**Placement by cell class**

Fill, decap, tap and diode cells in gray.
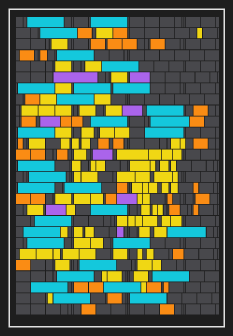
**I/O nets highlighted**

The bar under the picture is 20 um long.
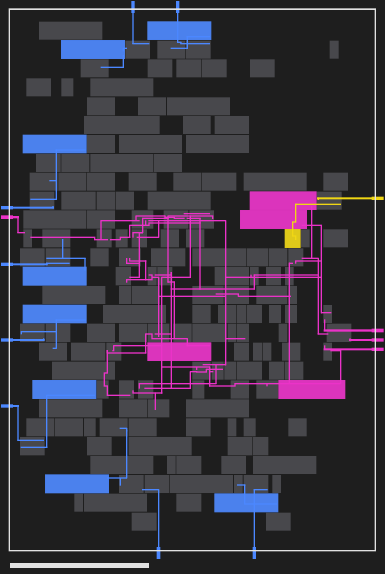
<file path="src/rtl/tdm_demux8.sv">
`default_nettype none
// ============================================================================
// Module   : tdm_demux8
// Purpose  : TDM serial-to-parallel demultiplexer with per-channel registers
//            and atomic per-frame publication on frame_out.
//            Optional even-parity slot enabled by TDM_DEMUX_PARITY_EN.
// Revision : 1.0 - initial release
// ============================================================================
module tdm_demux8 #(
  parameter int N_CH  = 8,
  parameter int SEL_W = 3
) (
  input  logic             clk,
  input  logic             rst_n,
  input  logic             din,
  input  logic             din_valid,
  input  logic             frame_sync,
  input  logic             err_clr,
  output logic [N_CH-1:0]  ch_out,
  output logic [N_CH-1:0]  frame_out,
  output logic             frame_valid,
  output logic [SEL_W:0]   slot,
  output logic             locked,
  output logic             sync_err,
  output logic             parity_err
);

  typedef enum logic [0:0] {
    HUNT = 1'b0,
    RUN  = 1'b1
  } state_t;

  localparam logic [SEL_W:0] c_NCH = (SEL_W+1)'(N_CH);
`ifdef TDM_DEMUX_PARITY_EN
  localparam logic [SEL_W:0] c_LAST = (SEL_W+1)'(N_CH);
`else
  localparam logic [SEL_W:0] c_LAST = (SEL_W+1)'(N_CH - 1);
`endif

  state_t            state_q, state_d;
  logic [SEL_W:0]    slot_q, slot_d;
  logic [N_CH-1:0]   ch_q, ch_d;
  logic [N_CH-1:0]   shadow_q, shadow_d;
  logic [N_CH-1:0]   frame_q, frame_d;
  logic              fv_q, fv_d;
  logic              serr_q, serr_d;
`ifdef TDM_DEMUX_PARITY_EN
  logic              par_q, par_d;
  logic              perr_q, perr_d;
`endif

  always_comb begin
    state_d  = state_q;
    slot_d   = slot_q;
    ch_d     = ch_q;
    shadow_d = shadow_q;
    frame_d  = frame_q;
    fv_d     = 1'b0;
    // Clear first so that a sync error in the same cycle overrides err_clr.
    serr_d   = serr_q & ~err_clr;
`ifdef TDM_DEMUX_PARITY_EN
    par_d    = par_q;
    perr_d   = perr_q;
`endif
    if (din_valid) begin
      if (frame_sync) begin
        if ((state_q == RUN) && (slot_q != '0)) begin
          serr_d = 1'b1;
        end
        ch_d[0]     = din;
        shadow_d[0] = din;
        slot_d      = (SEL_W+1)'(1);
        state_d     = RUN;
`ifdef TDM_DEMUX_PARITY_EN
        par_d       = din;
`endif
      end else if (state_q == RUN) begin
        if (slot_q < c_NCH) begin
          ch_d[slot_q[SEL_W-1:0]]     = din;
          shadow_d[slot_q[SEL_W-1:0]] = din;
        end
`ifdef TDM_DEMUX_PARITY_EN
        par_d = (slot_q == '0) ? din : (par_q ^ din);
`endif
        if (slot_q == c_LAST) begin
          frame_d = shadow_d;
          fv_d    = 1'b1;
          slot_d  = '0;
`ifdef TDM_DEMUX_PARITY_EN
          perr_d  = par_q ^ din;
`endif
        end else begin
          slot_d = slot_q + 1'b1;
        end
      end
    end
  end

  always_ff @(posedge clk or negedge rst_n) begin
    if (!rst_n) begin
      state_q  <= HUNT;
      slot_q   <= '0;
      ch_q     <= '0;
      shadow_q <= '0;
      frame_q  <= '0;
      fv_q     <= 1'b0;
      serr_q   <= 1'b0;
    end else begin
      state_q  <= state_d;
      slot_q   <= slot_d;
      ch_q     <= ch_d;
      shadow_q <= shadow_d;
      frame_q  <= frame_d;
      fv_q     <= fv_d;
      serr_q   <= serr_d;
    end
  end

`ifdef TDM_DEMUX_PARITY_EN
  always_ff @(posedge clk or negedge rst_n) begin
    if (!rst_n) begin
      par_q  <= 1'b0;
      perr_q <= 1'b0;
    end else begin
      par_q  <= par_d;
      perr_q <= perr_d;
    end
  end
  assign parity_err = perr_q;
`else
  assign parity_err = 1'b0;
`endif

  assign ch_out      = ch_q;
  assign frame_out   = frame_q;
  assign frame_valid = fv_q;
  assign slot        = slot_q;
  assign locked      = (state_q == RUN);
  assign sync_err    = serr_q;

endmodule
`default_nettype wire

</file>
<file path="config.mk">
export PLATFORM = sky130hd
export DESIGN_NAME = tdm_demux8
export DESIGN_NICKNAME = d
export VERILOG_FILES = /design/src/rtl/tdm_demux8.sv
export SDC_FILE = /design/constraint.sdc
export NUM_CORES = 1
export LEC_CHECK = 0
export CAP_MARGIN = 10
export CELL_PAD_IN_SITES_DETAIL_PLACEMENT = 0
export CELL_PAD_IN_SITES_GLOBAL_PLACEMENT = 1
export CORE_ASPECT_RATIO = 1.5
export CORE_UTILIZATION = 40
export DETAILED_ROUTE_END_ITERATION = 12
export PLACE_DENSITY = 0.85
export RECOVER_POWER = 50
export SYNTH_ARGS = -nofsm -noshare
export SYNTH_HDL_FRONTEND = slang
export SYNTH_SLANG_ARGS = --single-unit
</file>
<file path="constraint.sdc">
create_clock -name clk -period 1.9 [get_ports clk]
set_input_delay 0.19 -clock clk [delete_from_list [all_inputs] [get_ports clk]]
set_output_delay 0.19 -clock clk [all_outputs]
set_load 0.05 [all_outputs]
</file>
==> out/results.ini <==
[global_routing]
grt.overflow.total = 0
grt_max_degree = 32
grt_pass1_vias = 1148

[place]
place_area_um2 = 1890

[power]
ir_worst_vdd_mv = 1.04

[hold_path]
whs_endpoint = sync_err
holdCritPathClass = input pin to flop
min_path_cells = 2

[cells_and_area]
fin_area_um2 = 1980
lay_top_count = dfrtp_1

[cts]
htreeDepth = 2
postCtsSetupBuffers = 0
max-clock-path-buffers = 2
cts_buffers = 5
cts.sinks = 31

[die]
core_um2 = 3680
io_pins = 30
fp_util = 0.416
placementRows = 27

[yosys]
top_area_cell = dfrtp_1
fp_nets = 135
postSynthSeqShare = 0.507
synth_top_flop_cell = dfrtp_1
syn-mean-instance-area_um2 = 12.1
synth.distinct_cells = 35
top_cell_area_share = 0.507
ys_cells = 127

[sta]
hold_viol = 0
rsz0062_at_grt = false
skew_ns = 0.00693
min_period_ns = 1.84
tns_ns = 0
whs_ns = 0.493
worst_slew_pin_slew_ns = 0.755

[worst_setup_path]
crit_fanout = 15
crit_type = flop to primary output
cp_slowest_cell = clkdlybuf4s50_1
required_ns = 1.71
r2r_cells = 5
cp_top_family = buffers and inverters
path_cells = clkdlybuf4s50_1
cp-start-kind = flop

[routing]
routed.top_layer = met4
wl_met1_um = 1300
wl_met2_um = 1700
antenna_left = 0
routed_wirelength_um = 3220

[run]
warning_count = 27

[status]
status = finished, final reports clean

Back to the opening pictures, 'placement by cell class':
class	color	cells
other buffers and delay cells	orange	39
all other logic	yellow	86
clock drivers and dummy loads	purple	8
flops	cyan	31

Back to the opening pictures, 'I/O nets highlighted':
port	color	bits	direction	edge	end cells	buffers	wire
err_clr	yellow	1	input	right	1	1	20.2 um
slot	magenta	4	output	3 right, 1 left	4	4	468 um
ch_out	blue	8	output	4 left, 2 bottom, 2 top	8	8	156 um

==> worst max-delay path by stage <==
| stage | from | endpoint | slack [ns] | cells past startpoint |
|---|---|---|---|---|
| final | slot[1] | slot[1] | 0.06 | 1 |
| after global routing | din_valid | frame_out[1] | 0.02 | 6 |
| after CTS | slot[0] | slot[0] | 0.03 | 1 |
| after detailed placement | frame_sync | ch_out[2] | -0.02 | 4 |
| after global placement | frame_sync | ch_out[2] | -0.02 | 4 |
| after floorplan | locked | ch_out[2] | 0.001 | 4 |
==> synth_stat cells (2+ instances only) <==
master,number
buf_2,5
clkbuf_1,3
dfrtp_1,31
ha_1,2
inv_1,8
mux2_2,24
mux2i_1,6
nand2_1,4
nand2b_1,4
nand3_1,2
nand3b_1,2
nor3_1,4
nor4_1,4
nor4bb_1,2
o21ai_0,2
o22ai_1,4
o31a_1,2
==> power by group <==
group / internal (W) / switching, W / leakage [nW]
Sequential: 0.000867 / 0.000178 / 0.391
Clock: 0.000424 / 0.000239 / 0.0612
Combinational: 0.000484 / 0.000751 / 0.426
==> area by class of cell <==
type	instances	share of cell area
flip-flops and latches	31	0.393
multi-input cells	77	0.336
repair buffers	39	0.167
clock buffers	6	0.0416
well taps	43	0.0271
clock inverters	2	0.0177
inverters	9	0.0170
==> kinds of logic (layout without fill, tap and decap cells) <==
group | after synthesis | count (layout) | synth area share
simple gates | 31 | 31 | 0.144
mux | 30 | 30 | 0.216
flops | 31 | 31 | 0.507
compound gates | 13 | 13 | 0.0572
other cells | 1 | 1 | 0.00245
fa+ha+maj | 2 | 2 | 0.0163
buf+inv | 19 | 56 | 0.0580
==> flip-flops by register name, summed over array words and instances, names as in the netlist <==
register     flops
shadow_q         8
frame_out        8
ch_out           8
slot             4
sync_err         1
locked           1
frame_valid      1
No activity file was given, so power comes from the tool's default toggle rates.
